run_1/util_map.png
Bar = 50 um. The die is cut into 14 by 14 equal tiles; black is low, pale yellow is high, 0 to 100% covered.
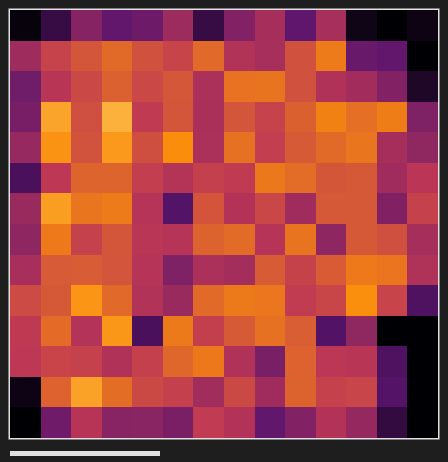
run_1/route_heat.png
Bar = 50 um. The die is cut into 29 by 29 equal tiles; black is low, pale yellow is high, scaled to the fullest tile. Values are wire area over tile area, all layers added.
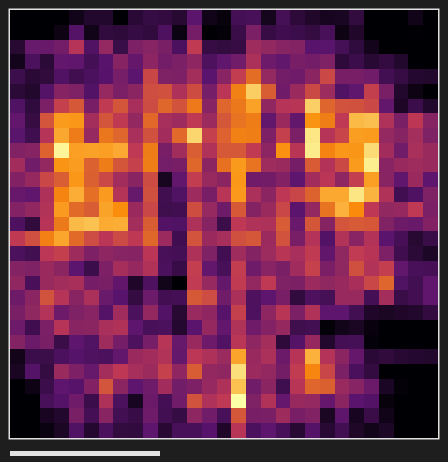
run_1/congestion_map.png
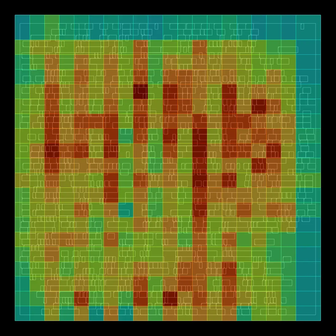
===== src/rtl/lsu_mem_ctrl_pkg.sv =====
// Shared types for the load/store unit memory controller:
// funct3 encodings, FSM states and access-size helpers.
package lsu_mem_ctrl_pkg;

  localparam logic [2:0] FN3_LB  = 3'b000;
  localparam logic [2:0] FN3_LH  = 3'b001;
  localparam logic [2:0] FN3_LW  = 3'b010;
  localparam logic [2:0] FN3_LBU = 3'b100;
  localparam logic [2:0] FN3_LHU = 3'b101;
  localparam logic [2:0] FN3_SB  = 3'b000;
  localparam logic [2:0] FN3_SH  = 3'b001;
  localparam logic [2:0] FN3_SW  = 3'b010;

  typedef enum logic [1:0] {
    ST_IDLE,
    ST_BEAT0,
    ST_BEAT1,
    ST_RESP
  } lsu_state_t;

  function automatic logic [3:0] size_mask(
    input logic [2:0] f
  );
    case (f[1:0])
      2'b00:   size_mask = 4'b0001;
      2'b01:   size_mask = 4'b0011;
      default: size_mask = 4'b1111;
    endcase
  endfunction

  function automatic logic [2:0] size_bytes(
    input logic [2:0] f
  );
    case (f[1:0])
      2'b00:   size_bytes = 3'd1;
      2'b01:   size_bytes = 3'd2;
      default: size_bytes = 3'd4;
    endcase
  endfunction

endpackage


===== src/rtl/lsu_lane_align.sv =====
// Byte-lane steering for one bus beat: enables, write data
// placement and the read-data contribution of that beat.
module lsu_lane_align #(
  parameter int XLEN = 32
) (
  input  logic [1:0]      off,
  input  logic [3:0]      mask,
  input  logic            beat,
  input  logic [XLEN-1:0] store_data,
  input  logic [XLEN-1:0] rdata,
  output logic [3:0]      be,
  output logic [XLEN-1:0] wdata,
  output logic [XLEN-1:0] rd_part
);

  logic [4:0] sh_lo;
  logic [5:0] sh_hi;
  logic [2:0] roff;

  assign sh_lo = {off, 3'b000};
  assign sh_hi = 6'd32 - {1'b0, off, 3'b000};
  assign roff  = 3'd4 - {1'b0, off};

  // Second beat carries the bytes that spilled past the word end.
  always_comb begin
    be      = '0;
    wdata   = '0;
    rd_part = '0;
    if (!beat) begin
      be      = mask << off;
      wdata   = store_data << sh_lo;
      rd_part = rdata >> sh_lo;
    end else begin
      be      = mask >> roff;
      wdata   = store_data >> sh_hi;
      rd_part = rdata << sh_hi;
    end
  end

endmodule


===== src/rtl/lsu_mem_ctrl.sv =====
// Load/store sequencer: one or two word beats per request on a
// req/ack bus, with load reassembly and sign/zero extension.
module lsu_mem_ctrl
  import lsu_mem_ctrl_pkg::*;
#(
  parameter int XLEN      = 32,
  parameter int MAX_BYTES = XLEN / 8
) (
  input  logic                 clk,
  input  logic                 rst,
  input  logic                 req_valid,
  output logic                 req_ready,
  input  logic                 is_load,
  input  logic                 is_store,
  input  logic [2:0]           fn3,
  input  logic [XLEN-1:0]      addr,
  input  logic [XLEN-1:0]      store_data,
  output logic                 rsp_valid,
  output logic [XLEN-1:0]      rsp_data,
  output logic                 rsp_err,
  output logic                 bus_req,
  output logic                 bus_we,
  output logic [XLEN-1:0]      bus_addr,
  output logic [MAX_BYTES-1:0] bus_be,
  output logic [XLEN-1:0]      bus_wdata,
  input  logic [XLEN-1:0]      bus_rdata,
  input  logic                 bus_ack
);

  lsu_state_t state, state_nxt;

  logic [XLEN-1:0] a_addr;
  logic [XLEN-1:0] a_sd;
  logic [XLEN-1:0] raw;
  logic [2:0]      a_fn3;
  logic            a_ld;
  logic            a_we;
  logic            a_err;

  logic            accept;
  logic            ok_ld;
  logic            ok_st;
  logic            req_bad;
  logic [1:0]      off;
  logic [3:0]      mask;
  logic [2:0]      end_pos;
  logic            split;
  logic            busy;
  logic            beat1;
  logic [3:0]      al_be;
  logic [XLEN-1:0] al_wdata;
  logic [XLEN-1:0] al_rd;
  logic [XLEN-1:0] ext;

  assign req_ready = (state == ST_IDLE);
  assign accept    = req_valid && req_ready;

  assign ok_ld = (fn3 == FN3_LB) || (fn3 == FN3_LH)
              || (fn3 == FN3_LW) || (fn3 == FN3_LBU)
              || (fn3 == FN3_LHU);
  assign ok_st = (fn3 == FN3_SB) || (fn3 == FN3_SH)
              || (fn3 == FN3_SW);

  assign req_bad = (is_load == is_store)
                || (is_load && !ok_ld)
                || (is_store && !ok_st);

  assign off     = a_addr[1:0];
  assign mask    = size_mask(a_fn3);
  assign end_pos = {1'b0, off} + size_bytes(a_fn3);
  assign split   = (end_pos > 3'd4);

  assign busy  = (state == ST_BEAT0) || (state == ST_BEAT1);
  assign beat1 = (state == ST_BEAT1);

  lsu_lane_align #(
    .XLEN (XLEN)
  ) u_align (
    .off        (off),
    .mask       (mask),
    .beat       (beat1),
    .store_data (a_sd),
    .rdata      (bus_rdata),
    .be         (al_be),
    .wdata      (al_wdata),
    .rd_part    (al_rd)
  );

  always_ff @(posedge clk or posedge rst) begin
    if (rst) begin
      state <= ST_IDLE;
    end else begin
      state <= state_nxt;
    end
  end

  always_comb begin
    state_nxt = state;
    unique case (state)
      ST_IDLE: begin
        if (accept) begin
          state_nxt = req_bad ? ST_RESP : ST_BEAT0;
        end
      end
      ST_BEAT0: begin
        if (bus_ack) begin
          state_nxt = split ? ST_BEAT1 : ST_RESP;
        end
      end
      ST_BEAT1: begin
        if (bus_ack) begin
          state_nxt = ST_RESP;
        end
      end
      ST_RESP: begin
        state_nxt = ST_IDLE;
      end
      default: begin
        state_nxt = ST_IDLE;
      end
    endcase
  end

  always_ff @(posedge clk or posedge rst) begin
    if (rst) begin
      a_addr <= '0;
      a_sd   <= '0;
      a_fn3  <= '0;
      a_ld   <= 1'b0;
      a_we   <= 1'b0;
      a_err  <= 1'b0;
      raw    <= '0;
    end else if (accept) begin
      a_addr <= addr;
      a_sd   <= store_data;
      a_fn3  <= fn3;
      a_ld   <= is_load;
      a_we   <= is_store;
      a_err  <= req_bad;
      raw    <= '0;
    end else if (busy && bus_ack && a_ld) begin
      raw <= beat1 ? (raw | al_rd) : al_rd;
    end
  end

  always_comb begin
    ext = raw;
    case (a_fn3)
      FN3_LB:  ext = {{24{raw[7]}}, raw[7:0]};
      FN3_LH:  ext = {{16{raw[15]}}, raw[15:0]};
      FN3_LBU: ext = {24'd0, raw[7:0]};
      FN3_LHU: ext = {16'd0, raw[15:0]};
      default: ext = raw;
    endcase
  end

  assign bus_req   = busy;
  assign bus_we    = busy && a_we;
  assign bus_be    = busy ? al_be : '0;
  assign bus_wdata = busy ? al_wdata : '0;
  assign bus_addr  = busy
                   ? ({a_addr[XLEN-1:2], 2'b00}
                      + {{(XLEN-3){1'b0}}, beat1, 2'b00})
                   : '0;

  assign rsp_valid = (state == ST_RESP);
  assign rsp_err   = rsp_valid && a_err;
  assign rsp_data  = (rsp_valid && a_ld && !a_err) ? ext : '0;

endmodule


===== config.mk =====
export PLATFORM = sky130hd
export DESIGN_NAME = lsu_mem_ctrl
export DESIGN_NICKNAME = d
export VERILOG_FILES = /design/src/rtl/lsu_mem_ctrl_pkg.sv /design/src/rtl/lsu_lane_align.sv /design/src/rtl/lsu_mem_ctrl.sv
export SDC_FILE = /design/constraint.sdc
export NUM_CORES = 1
export LEC_CHECK = 0
export CAP_MARGIN = 25
export CORE_MARGIN = 2
export CORE_UTILIZATION = 40
export DETAILED_ROUTE_END_ITERATION = 7
export PLACE_DENSITY_LB_ADDON = 0.12
export SLEW_MARGIN = 10
export SYNTH_ARGS = -nofsm -noshare
export SYNTH_HDL_FRONTEND = slang
export SYNTH_SLANG_ARGS = --single-unit
export TNS_END_PERCENT = 50

===== constraint.sdc =====
create_clock -name clk -period 9.25 [get_ports clk]
set_input_delay 1.3875 -clock clk [delete_from_list [all_inputs] [get_ports clk]]
set_output_delay 1.3875 -clock clk [all_outputs]
set_load 0.01 [all_outputs]

==> run summary, run 1 <==
Update from the flow run.

STA classifies the critical path startpoint as a flip-flop. The run finished with clean final reports. The post-synthesis async set-or-reset flop share is 100%.

The length of routed met3 wiring is 1730 um. The summed area of non-filler cells in the final layout is around 0.010 mm^2. The transition at the pin with the smallest max-transition slack is approximately 1.1 ns.

The maximum clock frequency is 193 MHz. Per the repair_timing log after CTS, setup buffers inserted total 0. The headroom to the max-slew limit is a little over a quarter. Per report_power, the clock group accounts for 11.0% of the total.

The via count of the first global-routing pass is 7577. The worst setup timing slack at the placement stage is 4.46 ns. Among logic cells in the layout, the one with the most instances is sky130_fd_sc_hd__nand2_1.

The ratio of total power to cell area is roughly 380 mW/mm^2. The number of cells on the worst reg-to-reg path is 7. In this run, post-CTS repair resized a total of 0 instances. The internal power is 2.02 mW.

The global placement routability congestion is 0.894. Global routing finished with a remaining overflow of 0. The detailed-route wire length on metal 1 is roughly 12000 um. The met3 routing resource usage after global routing is 5.94%. Combinational cells account for 64.1% of the total power. For the worst reg-to-reg path, the endpoint reported by OpenROAD is raw[4]$_DFFE_PP0P_. The worst register-to-register path has a setup slack of 6.19 ns. The TritonCTS clock tree is built. The later-pin clock latency in the skew report is about 0.36 ns. The startpoint of the worst-slack reg-to-reg timing path is state[0]$_DFFE_PP0P_. The peak fanout along the critical path is 16.
Notes on util_map.png above:
tiles over 75% full = 5.1%
nearly empty tiles = 4.1%
fullest tile = 83%
mean over tiles = 49%
emptiest ninth of the die = south-east
final core area utilization: 54.2%
core utilization before placement: 41.0%
floorplan core area: 0.0188 mm^2

Notes on route_heat.png above:
fullest tile = 0.59
emptiest ninth of the die = south-east
tiles over half the peak = 22%
densest ninth of the die = west
nearly empty tiles = 7.4%
mean over tiles = 0.21
gr usage total: 25.3%
Routed WL: 25900 um
number of vias after detailed routing: 7907
per-cell routed wire length: 18.9 um

Notes on congestion_map.png above:
met2 usage in global routing: 39.6%
Most Used Layer, Global Route: met2

run 1: Yosys cell counts (10+ instances only):
| master | count |
|---|---|
| sky130_fd_sc_hd__mux2_2 | 16 |
| sky130_fd_sc_hd__mux2i_1 | 57 |
| sky130_fd_sc_hd__a2111oi_0 | 15 |
| sky130_fd_sc_hd__nor2_1 | 49 |
| sky130_fd_sc_hd__o21ai_0 | 48 |
| sky130_fd_sc_hd__a31oi_1 | 16 |
| sky130_fd_sc_hd__o221a_2 | 16 |
| sky130_fd_sc_hd__inv_1 | 30 |
| sky130_fd_sc_hd__nor2b_1 | 12 |
| sky130_fd_sc_hd__nand2_1 | 215 |
| sky130_fd_sc_hd__xnor2_1 | 10 |
| sky130_fd_sc_hd__clkbuf_1 | 65 |
| sky130_fd_sc_hd__nor3_1 | 21 |
| sky130_fd_sc_hd__dfrtp_1 | 104 |
| sky130_fd_sc_hd__nand2b_1 | 17 |
| sky130_fd_sc_hd__a21oi_1 | 98 |
| sky130_fd_sc_hd__and2_1 | 22 |
| sky130_fd_sc_hd__buf_1 | 13 |
run 1: sequential cells by signal, summed over array words and instances (netlist names):
signal and count:
raw 32, a_fn3 3, a_addr 32, a_ld 1
a_err 1, state 2, a_sd 32, a_we 1
run 1: critical path, delay by kind of cell, from the launching register on:
kind,cells,cell delay [ns]
buf+inv,2,0.72
compound gates,1,0.17
simple gates,3,1.48
flops,1,0.44
fa+ha+maj,3,0.62
run 1: layout make-up:
type | instances | area, um^2 | share of cell area, %
Sequential cell | 104 | 2610 | 25.6
Timing Repair Buffer | 223 | 2220 | 21.8
Tap cell | 234 | 293 | 2.88
Clock inverter | 7 | 92.6 | 0.910
Clock buffer | 9 | 225 | 2.21
Inverter | 32 | 123 | 1.20
Multi-Input combinational cell | 759 | 4610 | 45.3
Antenna cell | 1 | 2.50 | 0.0246
run_1/m2.png
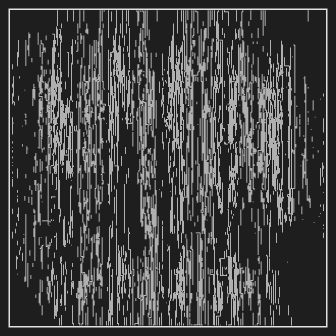

==> run 1 -> run 2 <==
- clock period: 9.25 -> 4.25 ns (I/O delays scaled with it)
run_2/m2.png
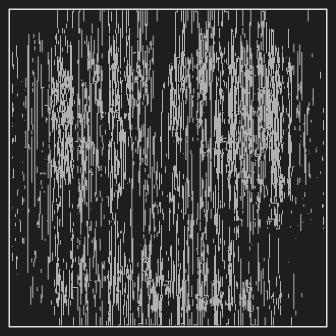
longest straight run = 103 um
wire length on this layer = 12200 um
share of all routed wire = 46%

==> run summary, run 2 <==
Update from the flow run.

Summing all multi-input logic gate instances after layout gives ~0.0046 mm^2. The multi-input combinational area share is 45.3%. The critical path contains buffers and inverters numbering 2 combined. Sorting the synthesis cell report by count puts at the top sky130_fd_sc_hd__nand2_1. The flow reports an fmax of 245 MHz. For the worst-skew pair, the clock arrives at the later sink with an insertion delay of 0.36 ns. STA classifies the critical path startpoint as a flip-flop. The global placement routability congestion is 0.865.

The top cell type in the final layout, fill and taps aside, is sky130_fd_sc_hd__nand2_1. The core region is around 0.019 mm^2. In this run the worst path has a maximum fanout of 13. After detailed routing, the average wire length per cell comes to between 15 and 20 um. The ratio of total power to cell area is ~810 mW/mm^2. The total routing usage reported by global routing is 25.4%. The total wire length is 26300 um. The post-CTS setup buffer count is 0. TritonCTS built the clock tree. The number of clock buffers in the layout is 9. Global routing put the most usage on met2. For this run, asynchronously set or reset flops after synthesis account for 100%.

The buffering overhead is 22.3%. The post-route report lists met1 wire length as 11800 um. For this run, global-route usage on met3 was measured as 5.23%.

The run finished with clean final reports. The headroom to the max-slew limit is between 30 and 40%. The leading cell category by total area is multi-input combinational cells. The number of gates resized after CTS was 1. The via count of the first global-routing pass is 7518.
run 2: cell counts after synthesis:
Identical to the previous run, type by type.
run 2: where the power goes:
part	switching [mW]	total (mW)	internal, mW
registers	0.554	2.03	1.47
clock network	0.430	0.841	0.411
logic	2.95	5.40	2.45
run 2: cells by family (layout without fill, tap and decap cells):
group / count (synthesis) / in the layout / share of synthesized area (%)
compound gates: 282 / 282 / 24.5
other cells: 1 / 2 / 0.0488
flops: 104 / 104 / 33.8
mux: 73 / 73 / 9.76
simple gates: 379 / 379 / 22.3
xor+xnor: 13 / 13 / 1.48
buf+inv: 121 / 278 / 6.31
fa+ha+maj: 10 / 10 / 1.72
run 2: worst min-delay path, cell delays in order, from the launching register on:
cell and delay [ns]:
sky130_fd_sc_hd__dfrtp_1 0.34, sky130_fd_sc_hd__nand2_1 0.05, sky130_fd_sc_hd__nand2_1 0.05
run 2: per-stage QoR:
stage          worst slack [ns]  power (mW)  area, um^2  utilization (%)
2_1_floorplan             0.880        5.32        7690                -
3_3_place_gp              0.438        7.35        9910             52.8
3_5_place_dp              0.339        7.39        9910             52.8
4_1_cts                  0.0505        8.27       10200             54.3
5_1_grt                 0.00931        8.90       10200             54.3
6_report                  0.163        8.27       10200             54.3
run 2: path summary, 6_finish.rpt:
check                      slack, ns                  from                      to  depth (start not counted)
min in group asynchronous       0.72                   rst  a_addr[24]$_DFFE_PP0P_                          2
max                             0.16  state[0]$_DFFE_PP0P_            bus_addr[21]                          8
min                             0.47      a_we$_DFFE_PP0P_        a_we$_DFFE_PP0P_                          2
max in group asynchronous       2.76                   rst    a_sd[22]$_DFFE_PP0P_                          3
min reg2reg                     0.47      a_we$_DFFE_PP0P_        a_we$_DFFE_PP0P_                          2
max reg2reg                     1.17  state[0]$_DFFE_PP0P_      raw[3]$_DFFE_PP0P_                          8
==> run 2 -> run 3 <==
- HOLD_SLACK_MARGIN: not set -> 0.15
run_3/route_heat.png
Bar = 50 um. The die is cut into 29 by 29 equal tiles; black is low, pale yellow is high, scaled to the fullest tile. Values are wire area over tile area, all layers added.
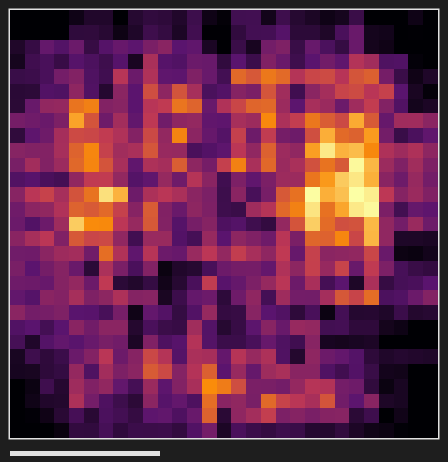
tiles over half the peak = 17%
fullest tile = 0.65
emptiest ninth of the die = south-east
mean over tiles = 0.21
nearly empty tiles = 6.1%

==> run summary, run 3 <==
Update from the flow run.

The detailed-route wire length on metal 1 is approximately 12000 um. The global routing report lists combined usage of all routing layers as between 20% and 30%. Setup repair after global routing left no endpoint under its margin. The source of the worst hold timing path is a_we$_DFFE_PP0P_. The library cell used most frequently in the layout, excluding fill and tap cells, is sky130_fd_sc_hd__nand2_1. The headroom to the max-slew limit is 37.4%. The capture endpoint of the worst hold path is a_we$_DFFE_PP0P_. The end-of-flow core utilization is 54.3%. The startpoint of the worst-slack reg-to-reg timing path is state[0]$_DFFE_PP0P_. The instance area after placement is 0.00991 mm^2. The starting density of the core is roughly 40%. Overall power consumption after layout is estimated at 8.27 mW. The run finished with clean final reports. The total wire length is 26300 um.

The overflow left after global routing is 0. The global placement routability congestion is between 0.8 and 0.9. Per the detail_route report, routed wire per instance is 19.1 um. TritonCTS built the clock tree. The peak fanout along the critical path is 13. The first element of the critical path is state[0]$_DFFE_PP0P_. The register-to-register path setup slack is 1.17 ns.

The worst hold path was traced through 2 stages. The via count of the first global-routing pass came to 7518. Counting instances in the post-synthesis netlist gives the leading cell types as 215 x sky130_fd_sc_hd__nand2_1, 104 x sky130_fd_sc_hd__dfrtp_1, 98 x sky130_fd_sc_hd__a21oi_1, 65 x sky130_fd_sc_hd__clkbuf_1, 57 x sky130_fd_sc_hd__mux2i_1. In this build the clock could be raised as far as 245 MHz.

The report lists the power per cell area as 811 mW/mm^2. The length of routed met3 wiring is 1820 um. In this run the post-CTS setup repair buffer count came out at 0.

The transition at the pin with the smallest max-transition slack is roughly 0.94 ns. The total vias in the final route is around 8.0k. The met3 routing resource usage after global routing is under 10%. Before CTS, the worst setup slack after placement is 0.339 ns.

Logic depth along the worst register-to-register path is recorded as 8. The synthesis report gives the async set-or-reset register share as 100%. The largest registers in the layout are a_addr (32), a_sd (32), raw (32). The per-cell via count in the routed design is 5.80. Looking at the reg2reg group, the worst path ends at raw[3]$_DFFE_PP0P_. The worst setup path is launched from a flip-flop.

The routing layer with the top usage in global route is met2.
[run 3: cell counts after synthesis]
Identical to the previous run, type by type.
[run 3: worst max-delay path by stage]
stage / to / slack [ns] / cells after the start
6_report: bus_addr[21] / 0.16 / 8
5_1_grt: bus_addr[21] / 0.009 / 8
4_1_cts: bus_addr[30] / 0.05 / 10
3_5_place_dp: bus_addr[30] / 0.34 / 10
3_3_place_gp: bus_addr[22] / 0.44 / 10
2_1_floorplan: a_addr[0]$_DFFE_PP0P_ / 0.88 / 1
[run 3: area by class of cell]
class / instances / area (um^2) / area share, %
repair buffers: 230 / 2270 / 22.3
inverters: 32 / 123 / 1.20
flip-flops and latches: 104 / 2610 / 25.6
well taps: 234 / 293 / 2.87
clock inverters: 7 / 62.6 / 0.613
multi-input cells: 759 / 4620 / 45.3
clock buffers: 9 / 225 / 2.21
[run 3: logic make-up after synthesis]
kind of cell,count (synthesis),synth area share (%)
flops,104,33.8
compound gates,282,24.5
buf+inv,121,6.31
fa+ha+maj,10,1.72
simple gates,379,22.3
other cells,1,0.0488
mux,73,9.76
xor+xnor,13,1.48
[run 3: worst max-delay path: stages, from the launching register on]
cell	delay [ns]
sky130_fd_sc_hd__dfrtp_1	0.43
sky130_fd_sc_hd__inv_1	0.13
sky130_fd_sc_hd__ha_2	0.20
sky130_fd_sc_hd__ha_1	0.20
sky130_fd_sc_hd__nand4_1	0.30
sky130_fd_sc_hd__or4_4	0.60
sky130_fd_sc_hd__or4_1	0.49
sky130_fd_sc_hd__a21oi_1	0.18
sky130_fd_sc_hd__clkdlybuf4s50_1	0.56
[run 3: power breakdown]
part	switching, mW	total [mW]	internal [mW]
combinational	2.95	5.40	2.45
clock	0.430	0.841	0.411
sequential	0.554	2.03	1.47
Power figures rest on the tool's default switching activity, not on a simulated workload.
